[src/rtl/fetch_stage.sv]
// fetch_stage
//   Instruction-fetch stage sitting directly in front of a combinational
//   instruction memory. Owns the PC, drives the IMEM read address and
//   registers the returned word into the IF/ID pipeline register. A small
//   run/halt FSM gates fetching. A sticky fault is raised when the PC
//   leaves the IMEM range.
//
//   Optional build macro: FETCH_MISALIGN_CHK_EN
//     defined   : a redirect whose target[1:0] != 0 is not taken. It raises
//                 fetch_fault and halts instead. Outside RUN it is ignored.
//     undefined : target[1:0] is forced to 2'b00 and the redirect proceeds.
//
// Ports
//   clk, reset         clock (rising edge), async active-high reset
//   start, halt_req    FSM control: IDLE/HALTED -> RUN, RUN -> HALTED
//   stall              hold PC and IF/ID
//   redirect_valid     taken branch/jump; redirect_target is its byte address
//   imem_addr          byte address to IMEM (always equal to pc)
//   imem_rdata         instruction returned combinationally for imem_addr
//   if_id_valid        IF/ID holds a real instruction
//   if_id_instr        fetched instruction (bubble when not valid)
//   if_id_pc           address of if_id_instr
//   if_id_pc_plus4     if_id_pc + 4
//   running            FSM is in RUN
//   fetch_fault        sticky fault flag; cleared by a restart from HALTED
//
// State table
//   state    | meaning
//   ST_IDLE  | out of reset, no fetch, waiting for start
//   ST_RUN   | fetching one word per cycle unless stalled
//   ST_HALTED| stopped by halt_req or a fault, waiting for start

module fetch_stage #(
    parameter logic [31:0] RESET_PC   = 32'h0000_0000,
    parameter int unsigned IMEM_DEPTH = 64,
    parameter logic [31:0] NOP_INSTR  = 32'h0000_0013
) (
    input  logic        clk,
    input  logic        reset,
    input  logic        start,
    input  logic        halt_req,
    input  logic        stall,
    input  logic        redirect_valid,
    input  logic [31:0] redirect_target,
    output logic [31:0] imem_addr,
    input  logic [31:0] imem_rdata,
    output logic        if_id_valid,
    output logic [31:0] if_id_instr,
    output logic [31:0] if_id_pc,
    output logic [31:0] if_id_pc_plus4,
    output logic        running,
    output logic        fetch_fault
);

    localparam logic [29:0] DEPTH_WORDS = 30'(IMEM_DEPTH);

    typedef enum logic [1:0] {
        ST_IDLE   = 2'd0,
        ST_RUN    = 2'd1,
        ST_HALTED = 2'd2
    } state_t;

    state_t      state, state_nxt;
    logic [31:0] pc, pc_nxt;
    logic        valid_nxt;
    logic [31:0] instr_nxt;
    logic [31:0] ifpc_nxt;
    logic [31:0] ifpc4_nxt;
    logic        fault_nxt;

    logic [31:0] redirect_pc;
    logic        redirect_bad;
    logic        range_fault;

    // Masking the low bits keeps every PC word aligned.
    assign redirect_pc = redirect_target & 32'hFFFF_FFFC;

`ifdef FETCH_MISALIGN_CHK_EN
    assign redirect_bad = redirect_valid && (redirect_target[1:0] != 2'b00);
`else
    assign redirect_bad = 1'b0;
`endif

    assign range_fault = (pc[31:2] >= DEPTH_WORDS);

    assign imem_addr = pc;
    assign running   = (state == ST_RUN);

    always_ff @(posedge clk or posedge reset) begin
        if (reset) begin
            state <= ST_IDLE;
        end else begin
            state <= state_nxt;
        end
    end

    always_comb begin
        state_nxt = state;
        pc_nxt    = pc;
        valid_nxt = if_id_valid;
        instr_nxt = if_id_instr;
        ifpc_nxt  = if_id_pc;
        ifpc4_nxt = if_id_pc_plus4;
        fault_nxt = fetch_fault;

        case (state)
            ST_IDLE: begin
                valid_nxt = 1'b0;
                if (redirect_valid && !redirect_bad) begin
                    pc_nxt = redirect_pc;
                end
                if (start) begin
                    state_nxt = ST_RUN;
                end
            end

            ST_RUN: begin
                if (redirect_valid) begin
                    // Redirect wins over stall; the word at the old pc is dropped.
                    valid_nxt = 1'b0;
                    instr_nxt = NOP_INSTR;
                    if (redirect_bad) begin
                        fault_nxt = 1'b1;
                        state_nxt = ST_HALTED;
                    end else begin
                        pc_nxt = redirect_pc;
                        if (halt_req) begin
                            state_nxt = ST_HALTED;
                        end
                    end
                end else if (range_fault) begin
                    fault_nxt = 1'b1;
                    valid_nxt = 1'b0;
                    instr_nxt = NOP_INSTR;
                    state_nxt = ST_HALTED;
                end else if (halt_req) begin
                    valid_nxt = 1'b0;
                    instr_nxt = NOP_INSTR;
                    state_nxt = ST_HALTED;
                end else if (!stall) begin
                    valid_nxt = 1'b1;
                    instr_nxt = imem_rdata;
                    ifpc_nxt  = pc;
                    ifpc4_nxt = pc + 32'd4;
                    pc_nxt    = pc + 32'd4;
                end
            end

            ST_HALTED: begin
                valid_nxt = 1'b0;
                if (redirect_valid && !redirect_bad) begin
                    pc_nxt = redirect_pc;
                end
                if (start && !halt_req) begin
                    state_nxt = ST_RUN;
                    fault_nxt = 1'b0;
                end
            end

            default: begin
                state_nxt = ST_IDLE;
                valid_nxt = 1'b0;
            end
        endcase
    end

    always_ff @(posedge clk or posedge reset) begin
        if (reset) begin
            pc             <= RESET_PC;
            if_id_valid    <= 1'b0;
            if_id_instr    <= NOP_INSTR;
            if_id_pc       <= 32'h0000_0000;
            if_id_pc_plus4 <= 32'h0000_0004;
            fetch_fault    <= 1'b0;
        end else begin
            pc             <= pc_nxt;
            if_id_valid    <= valid_nxt;
            if_id_instr    <= instr_nxt;
            if_id_pc       <= ifpc_nxt;
            if_id_pc_plus4 <= ifpc4_nxt;
            fetch_fault    <= fault_nxt;
        end
    end

endmodule

[config.mk]
export PLATFORM = sky130hd
export DESIGN_NAME = fetch_stage
export DESIGN_NICKNAME = d
export VERILOG_FILES = /design/src/rtl/fetch_stage.sv
export SDC_FILE = /design/constraint.sdc
export NUM_CORES = 1
export LEC_CHECK = 0
export CAP_MARGIN = 20
export CORE_MARGIN = 1.5
export CORE_UTILIZATION = 30
export DETAILED_ROUTE_END_ITERATION = 6
export HOLD_SLACK_MARGIN = 0.06
export SYNTH_ARGS = -nofsm -noshare
export SYNTH_HDL_FRONTEND = slang
export SYNTH_SLANG_ARGS = --single-unit
[constraint.sdc]
create_clock -name clk -period 6 [get_ports clk]
set_input_delay 1.2 -clock clk [delete_from_list [all_inputs] [get_ports clk]]
set_output_delay 1.2 -clock clk [all_outputs]
set_load 0.01 [all_outputs]
### PDN straps and rails, run 1

Scale bar: 50 um. Pins as bars on the die edge. Tap cells in grey.
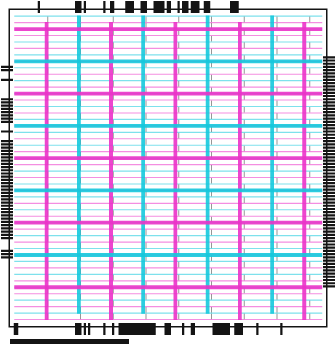
[magenta] VSS
[cyan] VDD
rows: 47
tap cells: 220
Die W: 133 um
core area: 16600 sq um
die y size: 133 um
IR drop worst, VDD: 177 uV

### Placed cells, one colour a class, run 1

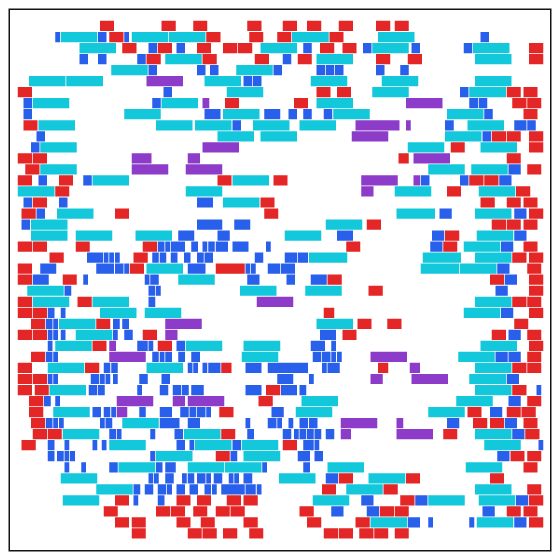
[purple] clock drivers and dummy loads | cells: 32
[cyan] registers | cells: 126
[red] remaining buffers and delay cells | cells: 197
[blue] remaining logic cells | cells: 279
Rows: 47
design area: 7740 sq um

==> impl_metrics.env, run 1 <==
# yosys + openroad results
export IMPL_avgSynthCellArea_sq_um=11.8
export IMPL_synthSimpleGateAreaFrac=0.164
export IMPL_hold_viol=0
export IMPL_critical_path_top_delay_family="simple AND/OR/NAND/NOR gates"
export IMPL_synth_adder_area_share=0.00492
export IMPL_relSlewSlack=0.313
export IMPL_common_cells="dfrtp_1, and2_1, nand2_1"
export IMPL_path_clk_slew_ns=0.06
export IMPL_placed_area_sq_um=7160
export IMPL_critPathKind="in -> reg"
export IMPL_dp_cells=821
export IMPL_flop_area_sq_um=3160
export IMPL_switching_share=0.294
export IMPL_comb_area_sq_um=1730
export IMPL_r2r_end="if_id_pc[4]"
export IMPL_vias=4054
export IMPL_diodes=0
export IMPL_nWellTaps=220
export IMPL_route_met3_wl_um=1040
export IMPL_drt_wl_total_um=13600
export IMPL_final_min_period_over_clock_period=0.556
export IMPL_inv_count=11
export IMPL_status="finished clean"
export IMPL_grt_util_met3=0.0518
export IMPL_routed_via_density=4.75
export IMPL_power_internal_w=0.00174
export IMPL_h_tree_depth=4
export IMPL_fin_ws_ns=2.66
export IMPL_largest_cell_class="flip-flops and latches"
export IMPL_die_area_sq_um=17700
export IMPL_async_flop_share=1.00
export IMPL_ctsResizeCount=0
export IMPL_slowest_delay_ns=0.59
export IMPL_clock_area_frac=0.0723
export IMPL_io_buffers=192
export IMPL_utilization=0.467
export IMPL_p_seq_w=0.00103
export IMPL_track_usage=0.159
export IMPL_cp_endpoint="imem_addr[29]"
export IMPL_stdcell_count=854
export IMPL_worst_hold_path_type="reg -> reg"
export IMPL_p_leak_nw=3.43
export IMPL_end_kind="flip-flop"
export IMPL_crit_required_ns=6.28
export IMPL_cts_buffers=17
export IMPL_ff2ff_path_depth=6
export IMPL_holdCritStartpoint="if_id_pc_plus4[21]"
export IMPL_cts_root_buffer="clkbuf_16"
export IMPL_p_sw_w=0.000726
export IMPL_synthTopLogicFamily="simple AND/OR/NAND/NOR gates"
export IMPL_gp_congestion=0.844
export IMPL_pwr_share_seq=0.416
export IMPL_ant_nets=0
export IMPL_hold_ws_ns=0.483
export IMPL_power_leader="sequential cells"
export IMPL_met1_usage=0.212
export IMPL_buffers=197
export IMPL_setup_tns_ns=0
export IMPL_cts_tree="built"
export IMPL_drt_initial_drc_count=168
export IMPL_power_density_nw_per_um2=319
export IMPL_grt_pass1_wl_um=22000
export IMPL_slew_viol_final=0
export IMPL_synth_distinct_cells=49
export IMPL_critPathLaunch="redirect_valid"
export IMPL_cts_sinks=126
export IMPL_top_usage_layer="met2"
export IMPL_routedLengthMet1_um=6220
export IMPL_area_leaders="dfrtp_1, and2_1, a22o_1"
export IMPL_compound_area_frac=0.126
export IMPL_nets=693
export IMPL_yosysWarnings=0
export IMPL_whs_endpoint="if_id_pc_plus4[21]"
export IMPL_edf_count=0
export IMPL_syn_to_final_growth_pct=52.3
export IMPL_antenna_found_initial=0
export IMPL_sh_comb_area=0.223
export IMPL_fin_total_pwr_w=0.00247
export IMPL_cts_buffer_depth=2
export IMPL_ys_seq_frac=0.622
export IMPL_cp_data_arrival_time_ns=3.61
export IMPL_warnings=30
### Clock distribution, run 1

Scale bar: 50 um.
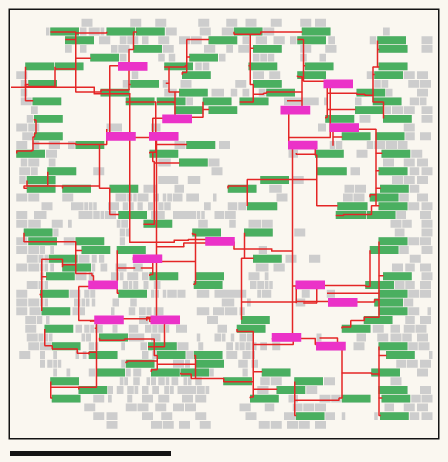
[red] clock wires | length: 1730 um
[green] flip-flops | count: 126
[magenta] clock-net drivers | count: 17
flops lie: all over the die
routed clock nets: 18
Clk power: 0.000964 W
Clock power frac: 0.391
clk latency late pin: 0.41 ns
Final Skew: 0.00914 ns

### The clock network, run 1

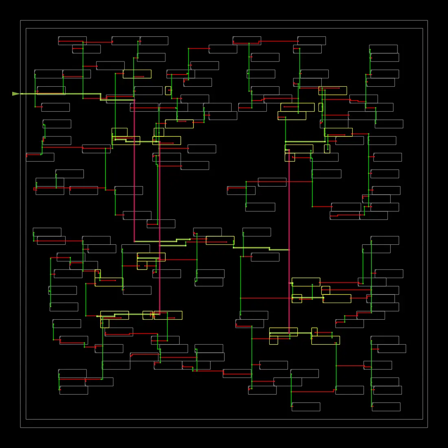

--- run 2 (diff from run 1) ---
==> constraint.sdc (replaced) <==
create_clock -name clk -period 3.4 [get_ports clk]
set_input_delay 0.68 -clock clk [delete_from_list [all_inputs] [get_ports clk]]
set_output_delay 0.68 -clock clk [all_outputs]
set_load 0.01 [all_outputs]
### The clock network, run 2

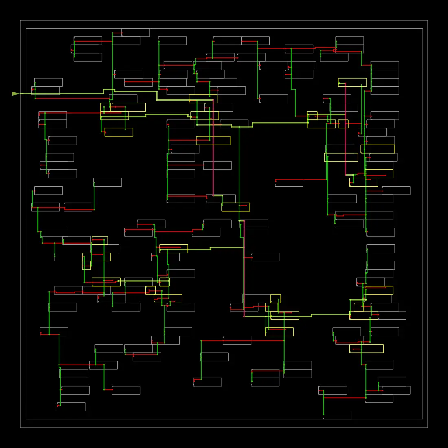
TritonCTS Buffers: 17
clock sink count: 126

### Clock distribution, run 2

Scale bar: 50 um.
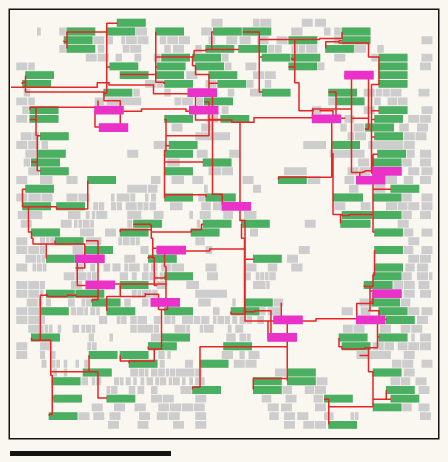
[magenta] clock-net drivers | count: 17
[red] clock wires | length: 1680 um
[green] flip-flops | count: 126
routed clock nets: 18
Final Skew: 0.0131 ns
Clock power frac: 0.434

==> run 2 against run 1 <==
  * Synthesized area unchanged
  * Final area rose by 1.9%
  * Hold slack worse by 0.0015 ns
  * Sequential power is 76% higher
  * Die size stayed put
  * Register-to-register slack worse by 2.6 ns
  * Sequential share of layout area shrank 0.76 points
  * Utilization is 0.88 points higher
  * Via count down 1.1%
  * Critical endpoint is now if_id_instr[2]
  * Highest routed layer unchanged
==> impl_metrics.env, run 2 <==
# yosys + openroad results
export IMPL_status="finished clean"
export IMPL_met1_usage=0.201
export IMPL_ctsResizeCount=0
export IMPL_clock_area_frac=0.0849
export IMPL_critPathLaunch="imem_addr[8]"
export IMPL_compound_area_frac=0.126
export IMPL_initial_utilization=0.306
export IMPL_routedWlPerCell_um=16.1
export IMPL_inv_count=11
export IMPL_io_buffers=192
export IMPL_path_clk_slew_ns=0.06
export IMPL_synthTopLogicFamily="simple AND/OR/NAND/NOR gates"
export IMPL_grt_util_met3=0.0681
export IMPL_drt_wl_total_um=13800
export IMPL_utilization=0.475
export IMPL_setup_tns_ns=0
export IMPL_flops=126
export IMPL_r2r_end="if_id_instr[2]"
export IMPL_power_leader="clock"
export IMPL_top_usage_layer="met2"
export IMPL_hold_viol=0
export IMPL_yosysWarnings=0
export IMPL_core_area_sq_um=16600
export IMPL_edf_count=0
export IMPL_common_cells="dfrtp_1, and2_1, nand2_1"
export IMPL_pg_comb_w=0.000848
export IMPL_largest_cell_class="flip-flops and latches"
export IMPL_multi_input_comb_cells=268
export IMPL_clk_latency_ns=0.42
export IMPL_diodes=0
export IMPL_gp_congestion=0.849
export IMPL_nets=696
export IMPL_power_internal_w=0.00339
export IMPL_warnings=30
export IMPL_routed_via_density=4.68
export IMPL_nWellTaps=220
export IMPL_route_met3_wl_um=1180
export IMPL_clock_power_w=0.00203
export IMPL_hold_ws_ns=0.481
export IMPL_vias=4008
export IMPL_ff2ff_path_depth=6
export IMPL_critical_path_top_delay_family="simple AND/OR/NAND/NOR gates"
export IMPL_holdCritStartpoint="if_id_pc[23]"
export IMPL_critPathKind="reg -> reg"
export IMPL_track_usage=0.160
export IMPL_ys_ff=126
export IMPL_synth_adder_area_share=0.00492
export IMPL_antenna_found_initial=0
export IMPL_area_leaders="dfrtp_1, and2_1, a22o_1"
export IMPL_slowest_delay_ns=0.43
export IMPL_lay_top_count="clkdlybuf4s50_1"
export IMPL_whs_endpoint="if_id_pc[23]"
export IMPL_cts_tree="built"
export IMPL_p_seq_w=0.00181
export IMPL_avgSynthCellArea_sq_um=11.8
export IMPL_ys_seq_frac=0.622
export IMPL_relSlewSlack=0.516
export IMPL_syn_to_final_growth_pct=55.1
export IMPL_worst_hold_path_type="reg -> reg"
export IMPL_crit_required_ns=3.74
export IMPL_switching_share=0.277
export IMPL_drc=0
export IMPL_die_area_sq_um=17700
export IMPL_pwr_share_seq=0.385
export IMPL_p_leak_nw=3.49
export IMPL_die_w_um=133
export IMPL_sh_comb_area=0.219
export IMPL_cts_buffer_depth=2
export IMPL_cp_endpoint="if_id_instr[2]"
export IMPL_cp_data_arrival_time_ns=2.86
export IMPL_placed_area_sq_um=7210
export IMPL_async_flop_share=1.00
export IMPL_finalInstanceArea_sq_um=7880
export IMPL_grt_pass1_wl_um=21700
export IMPL_power_density_nw_per_um2=595
export IMPL_dp_cells=825
export IMPL_final_min_period_over_clock_period=0.741
export IMPL_drt_initial_drc_count=190
export IMPL_fp_row_count=47
export IMPL_end_kind="flip-flop"
export IMPL_gr_total_overflow=0
export IMPL_p_sw_w=0.00130
export IMPL_flop_area_sq_um=3160
export IMPL_synthSimpleGateAreaFrac=0.164
export IMPL_comb_area_sq_um=1730
export IMPL_h_tree_depth=4
export IMPL_stdcell_count=857
export IMPL_xor_share=0.00862
export IMPL_slew_viol_final=0
export IMPL_ant_nets=0
export IMPL_routedLengthMet1_um=5980
export IMPL_cts_root_buffer="clkbuf_16"
export IMPL_buffers=200
export IMPL_fin_ws_ns=0.881
export IMPL_synth_distinct_cells=49
export IMPL_fp_dieH_um=133
export IMPL_fin_total_pwr_w=0.00469
export IMPL_tightest_slew_ns=0.726
### PDN straps and rails, run 2

Scale bar: 50 um. Pins as bars on the die edge. Tap cells in grey.
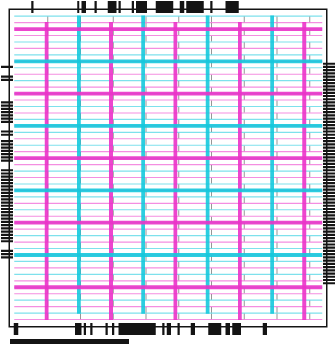
[magenta] VSS
[cyan] VDD
signal pins: 201
tap cells: 220
met5 straps: 9
met4 straps: 9
IR drop worst, VDD: 357 uV

Power and IR drop assume default switching activity.
